### config.mk
export PLATFORM = sky130hd
export DESIGN_NAME = dmem_port_b_host
export DESIGN_NICKNAME = d
export VERILOG_FILES = /design/src/rtl/dmem_port_b_host.sv
export SDC_FILE = /design/constraint.sdc
export NUM_CORES = 1
export LEC_CHECK = 0
export ABC_AREA = 1
export CAP_MARGIN = 30
export CORE_UTILIZATION = 42
export DETAILED_ROUTE_END_ITERATION = 6
export PLACE_DENSITY = 0.78
export SLEW_MARGIN = 20
export SYNTH_ARGS = -nofsm -noshare
export SYNTH_HDL_FRONTEND = slang
export SYNTH_SLANG_ARGS = --single-unit
### constraint.sdc
create_clock -name clk -period 1.73 [get_ports clk]
set_input_delay 0.346 -clock clk [delete_from_list [all_inputs] [get_ports clk]]
set_output_delay 0.346 -clock clk [all_outputs]
set_load 0.02 [all_outputs]
### src/rtl/dmem_port_b_host.sv
// Host-side sequencer for port B of the dual-port data memory: streams bytes in
// (one per word, then a length word) and streams a result string back out.
module dmem_port_b_host #(
  parameter logic [31:0] IN_BASE  = 32'h0000_0040,
  parameter logic [31:0] LEN_ADDR = 32'h0000_003F,
  parameter logic [31:0] OUT_BASE = 32'h0000_0080,
  parameter int unsigned MAX_LEN  = 64
) (
  input  logic        clk,
  input  logic        rst,
  input  logic        load_start,
  input  logic        in_valid,
  output logic        in_ready,
  input  logic [7:0]  in_data,
  input  logic        in_last,
  input  logic        dump_start,
  input  logic [7:0]  dump_len,
  output logic        out_valid,
  input  logic        out_ready,
  output logic [7:0]  out_data,
  output logic        out_last,
  output logic [31:0] dataadr_b,
  output logic [31:0] writedata_b,
  output logic        memwrite_b,
  input  logic [7:0]  ascii,
  output logic        busy,
  output logic        done,
  output logic        overflow
);

  localparam logic [7:0] MAX_LEN_B = 8'(MAX_LEN);

  typedef enum logic [2:0] {IDLE, LOAD, LEN, D_ISSUE, D_WAIT, D_PRESENT} state_t;

  state_t      state_q, state_d;
  logic [7:0]  idx_q, idx_d;
  logic [7:0]  i_q, i_d;
  logic [7:0]  n_q, n_d;
  logic        len_ph_q, len_ph_d;
  logic [31:0] adr_q, adr_d;
  logic [31:0] wdata_q, wdata_d;
  logic        mwe_q, mwe_d;
  logic [7:0]  out_data_q, out_data_d;
  logic        done_q, done_d;
  logic        ovf_q, ovf_d;
  logic        is_last;

  assign is_last     = (i_q == n_q - 8'd1);
  assign in_ready    = (state_q == LOAD);
  assign out_valid   = (state_q == D_PRESENT);
  assign out_last    = out_valid && is_last;
  assign busy        = (state_q != IDLE);
  assign dataadr_b   = adr_q;
  assign writedata_b = wdata_q;
  assign memwrite_b  = mwe_q;
  assign out_data    = out_data_q;
  assign done        = done_q;
  assign overflow    = ovf_q;

  always_ff @(posedge clk) begin
    if (!rst) begin
      state_q    <= IDLE;
      idx_q      <= '0;
      i_q        <= '0;
      n_q        <= '0;
      len_ph_q   <= 1'b0;
      adr_q      <= '0;
      wdata_q    <= '0;
      mwe_q      <= 1'b0;
      out_data_q <= '0;
      done_q     <= 1'b0;
      ovf_q      <= 1'b0;
    end else begin
      state_q    <= state_d;
      idx_q      <= idx_d;
      i_q        <= i_d;
      n_q        <= n_d;
      len_ph_q   <= len_ph_d;
      adr_q      <= adr_d;
      wdata_q    <= wdata_d;
      mwe_q      <= mwe_d;
      out_data_q <= out_data_d;
      done_q     <= done_d;
      ovf_q      <= ovf_d;
    end
  end

  // The read address is registered on the edge into D_ISSUE so that ascii
  // is already valid in D_WAIT, giving the 3-cycle-per-byte dump loop.
  always_comb begin
    state_d    = state_q;
    idx_d      = idx_q;
    i_d        = i_q;
    n_d        = n_q;
    len_ph_d   = len_ph_q;
    adr_d      = adr_q;
    wdata_d    = wdata_q;
    mwe_d      = 1'b0;
    out_data_d = out_data_q;
    done_d     = 1'b0;
    ovf_d      = ovf_q;

    case (state_q)
      IDLE: begin
        if (load_start) begin
          state_d = LOAD;
          idx_d   = '0;
          ovf_d   = 1'b0;
        end else if (dump_start) begin
          if (dump_len == 8'd0) begin
            done_d = 1'b1;
          end else begin
            state_d = D_ISSUE;
            i_d     = '0;
            n_d     = dump_len;
            adr_d   = OUT_BASE;
          end
        end
      end
      LOAD: begin
        if (in_valid) begin
          if (idx_q < MAX_LEN_B) begin
            adr_d   = IN_BASE + 32'(idx_q);
            wdata_d = {24'b0, in_data};
            mwe_d   = 1'b1;
            idx_d   = idx_q + 8'd1;
          end else begin
            ovf_d = 1'b1;
          end
          if (in_last) begin
            state_d  = LEN;
            len_ph_d = 1'b0;
          end
        end
      end
      // First LEN cycle issues the length write; second finishes the load.
      LEN: begin
        if (!len_ph_q) begin
          adr_d    = LEN_ADDR;
          wdata_d  = {24'b0, idx_q};
          mwe_d    = 1'b1;
          len_ph_d = 1'b1;
        end else begin
          state_d  = IDLE;
          len_ph_d = 1'b0;
          done_d   = 1'b1;
        end
      end
      D_ISSUE: begin
        state_d = D_WAIT;
      end
      D_WAIT: begin
        out_data_d = ascii;
        state_d    = D_PRESENT;
      end
      D_PRESENT: begin
        if (out_ready) begin
          i_d = i_q + 8'd1;
          if (is_last) begin
            state_d = IDLE;
            done_d  = 1'b1;
          end else begin
            state_d = D_ISSUE;
            adr_d   = OUT_BASE + 32'(i_q) + 32'd1;
          end
        end
      end
      default: state_d = IDLE;
    endcase
  end

endmodule

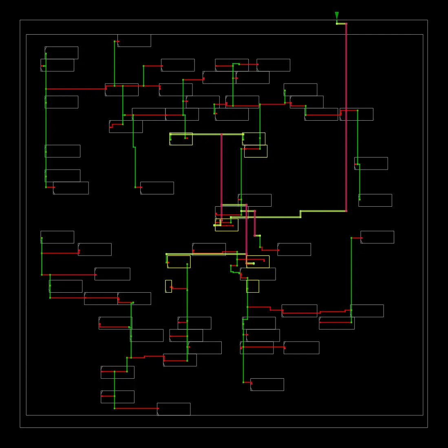
Figure 1: clock routing.
skew final: 7.17 ps
CTS Sinks: 56
clk ins delay skew pair: 320 ps
clk pwr: 0.773 mW

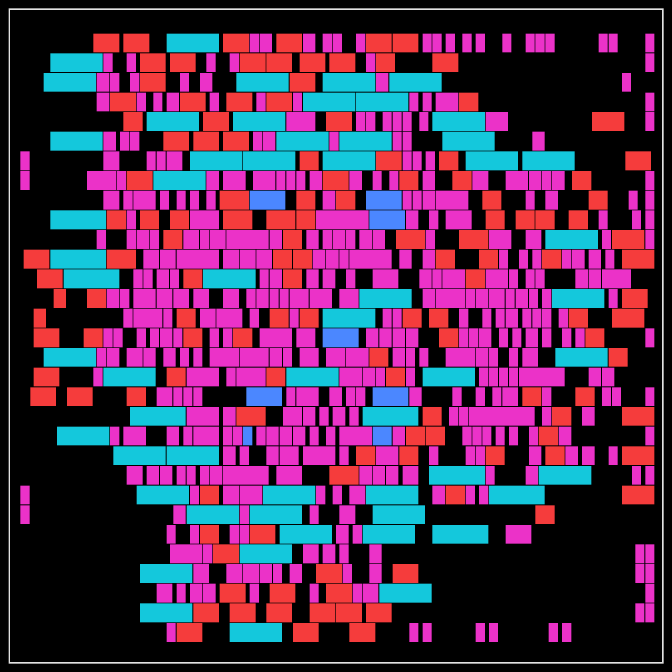
Figure 2: cell classes on the final placement.
Magenta shows combinational and other logic, cells 416, share of their area 47%. Blue shows clock drivers and dummy loads, cells 8, share of their area 2.1%. Cyan shows flops, cells 56, share of their area 25%. Red shows other buffers and delay cells, cells 131, share of their area 26%.
fin area: 0.00467 mm²
# rows: 31
core region area: 0.00741 mm²
Seq area share: 24.2%
post-layout util: 63.0%

==> results.cfg <==
; flow metrics
[power_and_ir_drop]
p_seq_share_pct = 25.6
irDropWorstVdd_uv = 929
power_density_mw_per_mm2 = 1610

[run_status]
status = complete, but fails checks
violations = negative setup slack

[worst_setup_path]
path_depth = 11
crit_top_cell = nand2_1

[route]
wl_met2_mm = 5.06
drcViolationCount = 0
firstDrtPassIters = 6

[synth]
ys_types = 35
ys_sh_simple_pct = 27.2
ys_seq_share_pct = 34.3

[clocking]
cts_hold_repair.buffers = 0
cts.path.max_buffers = 2

[finish]
diodes = 0
inv_count = 52

[grt]
grt_use_met1_pct = 26.8
grt_usage_pct = 22.6

[job]
cap_violations = 0

[placed_design]
place_area_mm2 = 0.00423

[final_timing]
setup_slack_ps = -385
setup_violations = 11

[die]
die_width_um = 90.2
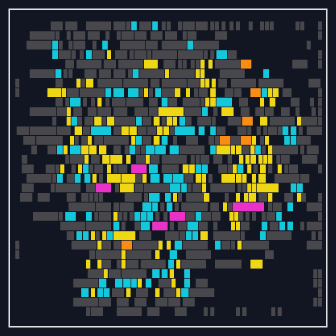
Figure 3: logic cells by family.
Yellow shows NAND gates, cells 128, most used nand2_1. Magenta shows adder and majority cells, cells 5, most used ha_1. Cyan shows inverting AOI/OAI gates, cells 98, most used o21ai_0, where widely spread. Orange shows XOR/XNOR gates, cells 6.
Comb/total area: 41.7%
Commonest Layout Cell: nand2_1
post-route non-filler standard cell count: 710

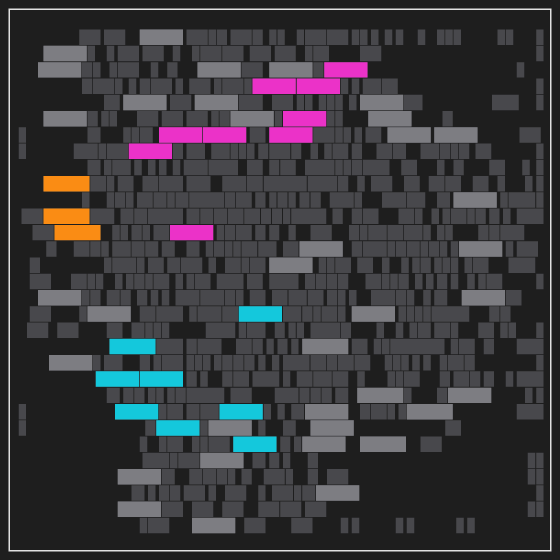
Figure 4: where the registers sit.
Cyan shows `idx_q`, placed flops 8. Orange shows `state_q`, placed flops 3. Magenta shows `dataadr_b`, placed flops 9, where north.
Another 36 sequential cells are not coloured.
P_seq: 1.92 mW
Flop area: 0.00113 mm²

Power is estimated from default activity; no workload was simulated.
